**src/rtl/wb_slave_regfile.sv**
```systemverilog
// Wishbone B3 classic-cycle register file responder.
// ID word at index 0, byte-lane writes, programmable wait states, error on miss.
module wb_slave_regfile #(
    parameter int unsigned DEPTH_LOG2  = 4,
    parameter int unsigned WAIT_STATES = 1,
    parameter logic [31:0] BASE_ADDR   = 32'h0000_0000,
    parameter logic [31:0] ID_VALUE    = 32'hD5B0_0001
) (
    input  logic        wb_clk,
    input  logic        wb_rst,
    input  logic [31:0] wb_adr_i,
    input  logic [31:0] wb_dat_i,
    input  logic [3:0]  wb_sel_i,
    input  logic        wb_we_i,
    input  logic        wb_cyc_i,
    input  logic        wb_stb_i,
    output logic [31:0] wb_dat_o,
    output logic        wb_ack_o,
    output logic        wb_err_o,
    output logic [15:0] access_count_o
);

    localparam int unsigned DEPTH = 1 << DEPTH_LOG2;
    localparam logic [3:0] WAIT_LOAD =
        (WAIT_STATES == 0) ? 4'd0 : 4'(WAIT_STATES - 1);

    typedef enum logic [1:0] {
        IDLE,
        WAIT,
        RESP
    } state_t;

    state_t                state;
    logic [3:0]            wait_cnt;
    logic                  hit_q;
    logic                  we_q;
    logic [DEPTH_LOG2-1:0] idx_q;
    logic [31:0]           dat_q;
    logic [31:0]           mask_q;
    logic [31:0]           mem [DEPTH];

    logic                  req;
    logic                  hit;
    logic [DEPTH_LOG2-1:0] idx;
    logic [31:0]           sel_mask;
    logic                  commit;
    logic                  unused;

    assign req    = wb_cyc_i & wb_stb_i;
    assign hit    = wb_adr_i[31:DEPTH_LOG2+2] == BASE_ADDR[31:DEPTH_LOG2+2];
    assign idx    = wb_adr_i[DEPTH_LOG2+1:2];
    assign unused = ^wb_adr_i[1:0];

    assign sel_mask = {{8{wb_sel_i[3]}}, {8{wb_sel_i[2]}},
                       {8{wb_sel_i[1]}}, {8{wb_sel_i[0]}}};

    // A write lands only when the transfer actually terminates with ack,
    // so an abort or a reset before RESP never touches the array.
    assign commit = (state == RESP) & hit_q & we_q & (idx_q != '0);

    // Bus FSM: request capture, wait-state countdown, registered termination.
    // New requests are ignored while ack/err is still visible so a master
    // holding stb through the terminating edge is not served twice.
    always_ff @(posedge wb_clk or posedge wb_rst) begin
        if (wb_rst) begin
            state          <= IDLE;
            wait_cnt       <= 4'd0;
            hit_q          <= 1'b0;
            we_q           <= 1'b0;
            idx_q          <= '0;
            dat_q          <= 32'd0;
            mask_q         <= 32'd0;
            wb_ack_o       <= 1'b0;
            wb_err_o       <= 1'b0;
            wb_dat_o       <= 32'd0;
            access_count_o <= 16'd0;
        end else begin
            wb_ack_o <= 1'b0;
            wb_err_o <= 1'b0;
            wb_dat_o <= 32'd0;
            unique case (state)
                IDLE: begin
                    if (req && !wb_ack_o && !wb_err_o) begin
                        hit_q  <= hit;
                        we_q   <= wb_we_i;
                        idx_q  <= idx;
                        dat_q  <= wb_dat_i;
                        mask_q <= sel_mask;
                        if (WAIT_STATES == 0) begin
                            state <= RESP;
                        end else begin
                            state    <= WAIT;
                            wait_cnt <= WAIT_LOAD;
                        end
                    end
                end
                WAIT: begin
                    if (!req) begin
                        state <= IDLE;
                    end else if (wait_cnt == 4'd0) begin
                        state <= RESP;
                    end else begin
                        wait_cnt <= wait_cnt - 4'd1;
                    end
                end
                RESP: begin
                    state <= IDLE;
                    if (!hit_q) begin
                        wb_err_o <= 1'b1;
                    end else begin
                        wb_ack_o       <= 1'b1;
                        access_count_o <= access_count_o + 16'd1;
                        if (!we_q) begin
                            wb_dat_o <= (idx_q == '0) ? ID_VALUE : mem[idx_q];
                        end
                    end
                end
                default: state <= IDLE;
            endcase
        end
    end

    // Register array; word 0 is never written and reads come from ID_VALUE.
    always_ff @(posedge wb_clk or posedge wb_rst) begin
        if (wb_rst) begin
            for (int i = 0; i < DEPTH; i++) begin
                mem[i] <= 32'd0;
            end
        end else if (commit) begin
            mem[idx_q] <= (mem[idx_q] & ~mask_q) | (dat_q & mask_q);
        end
    end

endmodule

```
**config.mk**
```make
export PLATFORM = sky130hd
export DESIGN_NAME = wb_slave_regfile
export DESIGN_NICKNAME = d
export VERILOG_FILES = /design/src/rtl/wb_slave_regfile.sv
export SDC_FILE = /design/constraint.sdc
export NUM_CORES = 1
export LEC_CHECK = 0
export ABC_AREA = 1
export CAP_MARGIN = 20
export CORE_MARGIN = 4
export CORE_UTILIZATION = 55
export DETAILED_ROUTE_END_ITERATION = 10
export GPL_TIMING_DRIVEN = 1
export PLACE_DENSITY = 0.73
export REMOVE_ABC_BUFFERS = 1
export SYNTH_ARGS = -nofsm -noshare
export SYNTH_HDL_FRONTEND = slang
export SYNTH_SLANG_ARGS = --single-unit
```
**constraint.sdc**
```tcl
create_clock -name wb_clk -period 22.3 [get_ports wb_clk]
set_input_delay 5.575 -clock wb_clk [delete_from_list [all_inputs] [get_ports wb_clk]]
set_output_delay 5.575 -clock wb_clk [all_outputs]
set_load 0.05 [all_outputs]
```
**Routed metal per tile**

Scale bar: 50 um. 24 x 24 tiles, from black (low) to pale yellow (high), scaled to the fullest tile. Values are wire area over tile area, all layers added.
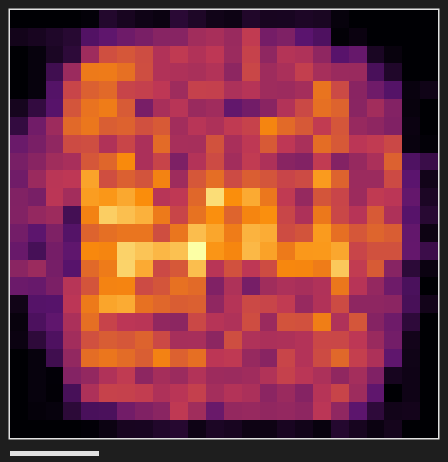
nearly empty tiles	8.3%
fullest tile	0.67
emptiest ninth of the die	north-east
GRT Total Usage: 30.9%
Vias: 26882
routed len/inst: 19.2 um
Routed WL: 91.8 mm

==> impl_metrics.yaml <==
# synthesis and place-and-route metrics
placement:
  placed_cell_area_um2: 30800
layout:
  area_delta_synth_final_pct: 10.4
  final_area_um2: 33200
  final_util_pct: 61.5
  regArea_um2: 15300
  seq_cells: 610
  comb_share_pct: 39.1
drt:
  dr_wl_met2_mm: 40.5
  vias_per_cell: 5.63
  antenna_left: 0
  first_pass_iters: 8
floorplan:
  rows: 85
  coreArea_um2: 53900
  ios: 123
setup_path:
  critical_path.startpoint: "wb_rst"
  critPathArrivalTime_ps: 9140
  r2r_start: "idx_q[1]$_DFFE_PP0P_"
  cpMostUsedCell: "buf_4"
  setup.worst_path.class: "primary input to asynchronous set/reset pin"
  worstSetupEndpoint: "mem[75]$_DFFE_PP0P_"
cts:
  clk_pin_slew_worst_paths_ps: 60
  clockRootBuffer: "clkbuf_16"
  clock-sinks: 610
final_timing:
  worstMarginPinSlew_ps: 1180
  relSlewSlack_pct: 21.5
  slew_viol_final: 0
  rsz0062_at_grt: "no"
  hold_viol: 0
worst_hold_path:
  hold_end: "mem[509]$_DFFE_PP0P_"
  holdPathStages: 0
pwr:
  power_frac_clock_pct: 42.4
  swShare_pct: 31.0
  power_w: 0.00277
  peakVddDrop_v: 0.0000543
global_routing:
  grt-busiest-layer: "met2"
  grt_pass1_vias: 25482
yosys:
  synth_cell_types: 32
  ys_seq_share_pct: 50.8
  synth_compound_gate_area_share_pct: 0.491
  synthArstFlopShare_pct: 100
  muxShareOfSynthArea_pct: 0
  avgSynthCellArea_um2: 7.29
  synth.most_common_cell: "nand2_1"
  yosysTopAreaCell: "dfrtp_1"
  logic_family: "simple AND/OR/NAND/NOR gates"
job:
  max-cap-violations: 0
  warning_count: 33
run_status:
  status: "completed"
**Local utilization**

Scale bar: 50 um. 24 x 24 tiles, from black (low) to pale yellow (high), 0 to 100% covered.
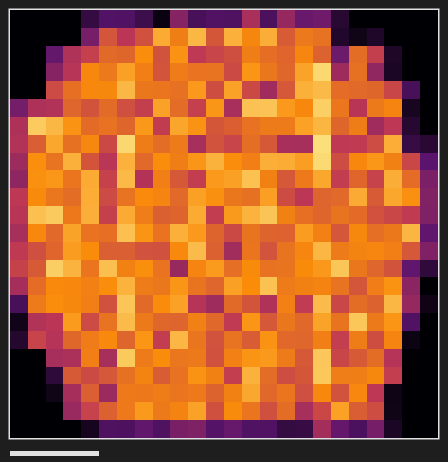
fullest tile	93%
mean over tiles	55%
tiles over 75% full	21%

Power figures rest on the tool's default switching activity, not on a simulated workload.
